<file path="src/rtl/pmod_da2_serializer.sv">
// Dual-channel PMOD DA2 (2x DAC121S101) serializer: two signed 16-bit samples -> one shared SPI frame.
// Optional macro DA2_ROUND_EN: round-to-nearest before conversion, adds one clock of latency.
module pmod_da2_serializer #(
  parameter int unsigned CLK_DIV   = 1,
  parameter int unsigned SYNC_HOLD = 2,
  parameter logic [1:0]  PD_MODE   = 2'b00
) (
  input  logic        clk,
  input  logic        reset,
  input  logic        en,
  input  logic [15:0] din_a,
  input  logic [15:0] din_b,
  output logic        sclk,
  output logic        sync_n,
  output logic        sdata_a,
  output logic        sdata_b,
  output logic        busy,
  output logic        overrun
);

  localparam int unsigned CNT_W  = 4;
  localparam int unsigned FALL_W = 5;
  localparam int unsigned WORD_W = 16;
  localparam logic [CNT_W-1:0]  DIV_LAST = CNT_W'(CLK_DIV - 1);
  localparam logic [CNT_W-1:0]  GAP_LAST = CNT_W'(SYNC_HOLD - 1);
  localparam logic [FALL_W-1:0] FALLS    = FALL_W'(WORD_W);

  typedef enum logic [2:0] {IDLE, ROUND, LOAD, SHIFT, GAP} state_t;

  state_t              state;
  logic [WORD_W-1:0]   shift_a, shift_b;
  logic [CNT_W-1:0]    div_cnt, gap_cnt;
  logic [FALL_W-1:0]   fall_cnt;
  logic [11:0]         code_a, code_b;
  logic                unused_bits;

`ifdef DA2_ROUND_EN
  logic [15:0] cap_a, cap_b;
  logic [15:0] sum_a, sum_b;

  // 16-bit add cannot wrap except for din >= 0x7FF8, which saturates instead
  assign sum_a  = cap_a + 16'd8;
  assign sum_b  = cap_b + 16'd8;
  assign code_a = (cap_a[15:3] == 13'h0FFF) ? 12'hFFF : {~sum_a[15], sum_a[14:4]};
  assign code_b = (cap_b[15:3] == 13'h0FFF) ? 12'hFFF : {~sum_b[15], sum_b[14:4]};
  assign unused_bits = ^{sum_a[3:0], sum_b[3:0]};
`else
  assign code_a = {~din_a[15], din_a[14:4]};
  assign code_b = {~din_b[15], din_b[14:4]};
  assign unused_bits = ^{din_a[3:0], din_b[3:0]};
`endif

  always_ff @(posedge clk) begin
    if (reset) begin
      state    <= IDLE;
      sclk     <= 1'b1;
      sync_n   <= 1'b1;
      sdata_a  <= 1'b0;
      sdata_b  <= 1'b0;
      busy     <= 1'b0;
      overrun  <= 1'b0;
      shift_a  <= '0;
      shift_b  <= '0;
      div_cnt  <= '0;
      gap_cnt  <= '0;
      fall_cnt <= '0;
`ifdef DA2_ROUND_EN
      cap_a    <= '0;
      cap_b    <= '0;
`endif
    end else begin
      // Any strobe outside IDLE is lost; the frame in flight continues untouched
      if (en && state != IDLE) overrun <= 1'b1;

      case (state)
        IDLE: begin
          if (en) begin
`ifdef DA2_ROUND_EN
            cap_a <= din_a;
            cap_b <= din_b;
            state <= ROUND;
`else
            shift_a <= {2'b00, PD_MODE, code_a};
            shift_b <= {2'b00, PD_MODE, code_b};
            state   <= LOAD;
`endif
          end
        end

`ifdef DA2_ROUND_EN
        ROUND: begin
          busy    <= 1'b1;
          shift_a <= {2'b00, PD_MODE, code_a};
          shift_b <= {2'b00, PD_MODE, code_b};
          state   <= LOAD;
        end
`endif

        LOAD: begin
          busy     <= 1'b1;
          sync_n   <= 1'b0;
          sclk     <= 1'b1;
          sdata_a  <= shift_a[WORD_W-1];
          sdata_b  <= shift_b[WORD_W-1];
          shift_a  <= {shift_a[WORD_W-2:0], 1'b0};
          shift_b  <= {shift_b[WORD_W-2:0], 1'b0};
          div_cnt  <= '0;
          fall_cnt <= '0;
          state    <= SHIFT;
        end

        SHIFT: begin
          if (div_cnt == DIV_LAST) begin
            div_cnt <= '0;
            if (sclk) begin
              sclk     <= 1'b0;
              fall_cnt <= fall_cnt + 5'd1;
            end else if (fall_cnt == FALLS) begin
              sclk    <= 1'b1;
              sync_n  <= 1'b1;
              gap_cnt <= '0;
              state   <= GAP;
            end else begin
              // Data moves only on SCLK rising edges; the DAC samples on falls
              sclk    <= 1'b1;
              sdata_a <= shift_a[WORD_W-1];
              sdata_b <= shift_b[WORD_W-1];
              shift_a <= {shift_a[WORD_W-2:0], 1'b0};
              shift_b <= {shift_b[WORD_W-2:0], 1'b0};
            end
          end else begin
            div_cnt <= div_cnt + 4'd1;
          end
        end

        GAP: begin
          if (gap_cnt == GAP_LAST) begin
            busy  <= 1'b0;
            state <= IDLE;
          end else begin
            gap_cnt <= gap_cnt + 4'd1;
          end
        end

        default: state <= IDLE;
      endcase
    end
  end

endmodule

</file>
<file path="config.mk">
export PLATFORM = sky130hd
export DESIGN_NAME = pmod_da2_serializer
export DESIGN_NICKNAME = d
export VERILOG_FILES = /design/src/rtl/pmod_da2_serializer.sv
export SDC_FILE = /design/constraint.sdc
export NUM_CORES = 1
export LEC_CHECK = 0
export CAP_MARGIN = 15
export CORE_ASPECT_RATIO = 0.75
export CORE_MARGIN = 8
export CORE_UTILIZATION = 45
export CTS_CLUSTER_SIZE = 10
export DETAILED_ROUTE_END_ITERATION = 7
export DONT_BUFFER_PORTS = 1
export GPL_ROUTABILITY_DRIVEN = 0
export SLEW_MARGIN = 20
export SYNTH_ARGS = -nofsm -noshare
export SYNTH_HDL_FRONTEND = slang
export SYNTH_SLANG_ARGS = --single-unit
</file>
<file path="constraint.sdc">
create_clock -name clk -period 1.8 [get_ports clk]
set_input_delay 0.45 -clock clk [delete_from_list [all_inputs] [get_ports clk]]
set_output_delay 0.45 -clock clk [all_outputs]
set_load 0.01 [all_outputs]
</file>
Fig. 1: the metal 1 layer
Cells faint in the background.
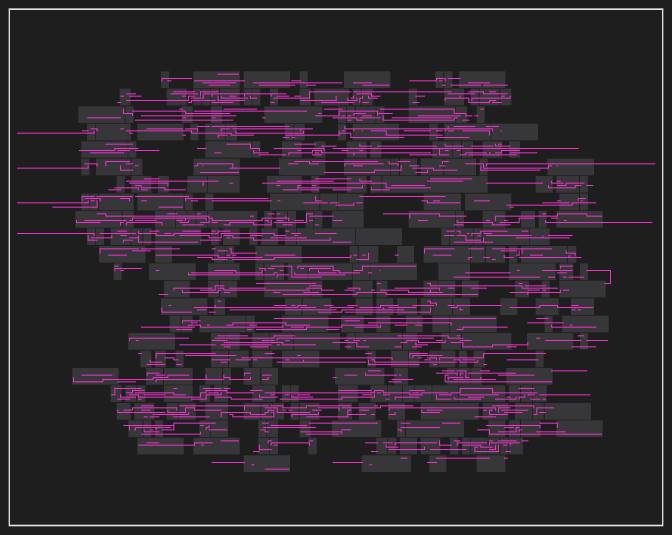
wire length on this layer: 3140 um
nets with wire on the layer: 327

Fig. 2: signal wires on met2
Scale bar: 20 um.
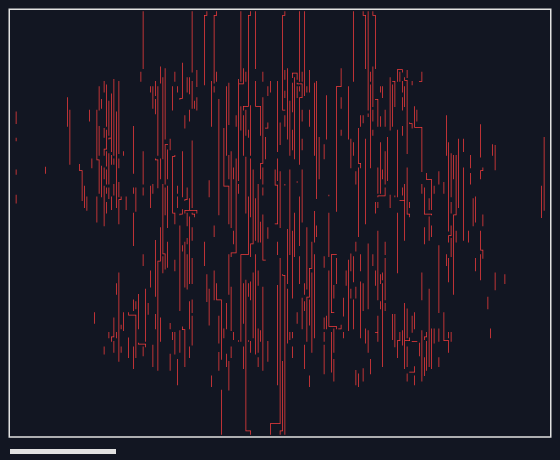
share of all routed wire: 44%
main direction: vertical

Fig. 3: M3 wires
Scale bar: 20 um.
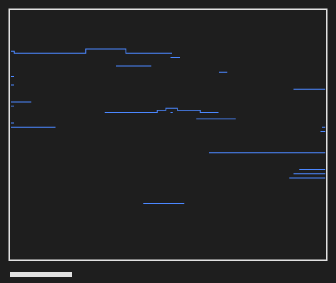
main direction: horizontal
wire length on this layer: 237 um

Fig. 4: clock routing
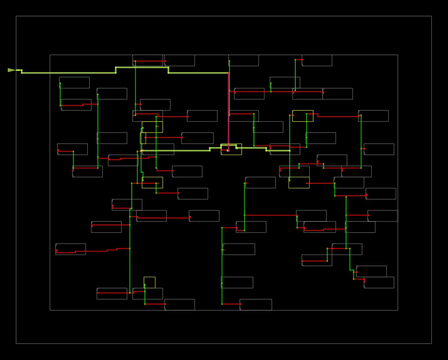
clk pwr: 0.000663 W
CTS sink cnt: 54
Flops: 54

==> deck_impl_summary.md <==
Run Summary

Setup path
  – Worst path max stage delay: 0.41 ns
  – Critical Path Slowest Stage Cell: o32a_1
  – Crit path capture type: flip-flop
  – CP top delay family: AND-OR/OR-AND gates
  – Worst path arrival time: around 2.0 ns
  – Critical Path Sink: shift_b[15]

Clocking
  – H-tree depth: 2
  – Num CTS Buffers: 5
  – CTS tree: built
  – Clock tree buffer depth: 2
  – Hold_buf cts: 0
  – Resize count post-CTS: 6

Placed design
  – Buffers on Ports: 0
  – Hpwl dp: 4040 um
  – Dpl ws: -0.0708 ns

Pwr
  – Seq pwr share: a little over half
  – PwrDens: 811 nW/um^2
  – Worst IR Drop VDD: ~0.00035 V
  – Gate power share: 18.2%
  – NetSw: about 0.0007 W
  – Switching share of power: between 20 and 30%

Synth
  – Cells in synth_stat.txt: between 200 and 300
  – Synth Cell Area: 2470 um^2
  – Post-synthesis cell count: roughly 300
  – YS chip area: about 2500 um^2

Detailed routing
  – Wirelength per Cell: ~16 um
  – WL met3: between 200 and 250 um
  – Routed WL: ~6000 um
  – M1 wire length: 3140 um

Global routing
  – First-pass GRT wire length: 9530 um
  – Met2 Usage GRT: between 20 and 25%
  – Largest net degree at the start of global routing: approximately 41
  – Busiest grt layer: met2
  – Overall routing resource usage: between 10% and 20%
  – GRT overflow: 0

Outcome
  – Outcome: finished clean

STA
  – Fmax: 566 MHz
  – Hold_ws: roughly 0.21 ns

Layout
  – Final core utilization: about 57%
  – Fin nets: roughly 360

Flow run
  – Max-cap violations: 0
  – Tool warning count: 39
area by class of cell:
| type | instances | area (um^2) |
|---|---|---|
| inverters | 12 | 45.0 |
| multi-input cells | 211 | 1370 |
| clock inverters | 1 | 7.51 |
| repair buffers | 35 | 335 |
| clock buffers | 6 | 72.6 |
| flip-flops and latches | 54 | 1090 |
| well taps | 75 | 93.8 |
| fillers | 491 | 2310 |
stage by stage:
| stage | cells | cell area [um^2] | power (W) |
|---|---|---|---|
| 2_1_floorplan | 299 | 2480 | 0.00162 |
| 4_1_cts | 390 | 2860 | 0.00239 |
| 6_report | 394 | 3010 | 0.00244 |
| 3_5_place_dp | 382 | 2750 | 0.00173 |
| 3_3_place_gp | 382 | 2750 | 0.00173 |
| 5_1_grt | 394 | 3010 | 0.00256 |
power by group through the flow:
| stage | Clock (W) | Sequential, W | Combinational [W] |
|---|---|---|---|
| detailed placement | 0 | 0.00136 | 0.000377 |
| CTS | 0.000678 | 0.00133 | 0.000386 |
| floorplan | 0 | 0.00134 | 0.000275 |
| finish | 0.000663 | 0.00133 | 0.000445 |
| global route | 0.000727 | 0.00134 | 0.000492 |
| global placement | 0 | 0.00136 | 0.000373 |
Yosys cell counts, drive strengths merged, types with 2 or more instances:
cell,n,area share (%)
nand2,59,8.9
dfxtp,54,44
a21oi,36,7.3
a311oi,23,8.1
o21ai,16,3.2
nor2,14,2.2
clkbuf,12,1.9
inv,12,1.8
buf,10,1.9
ha,6,3.0
nand3,6,1.2
mux2i,4,1.6
nand4,4,1.0
or3,4,1.0
nand2b,3,0.76
o211ai,3,0.91
o22ai,3,0.76
o32ai,3,1.4
a32o,2,0.81
nor2b,2,0.51
nor3,2,0.40
nor3b,2,0.81
o2bb2ai,2,0.71
o32a,2,0.81
or3b,2,0.71
Power and IR drop assume default switching activity.
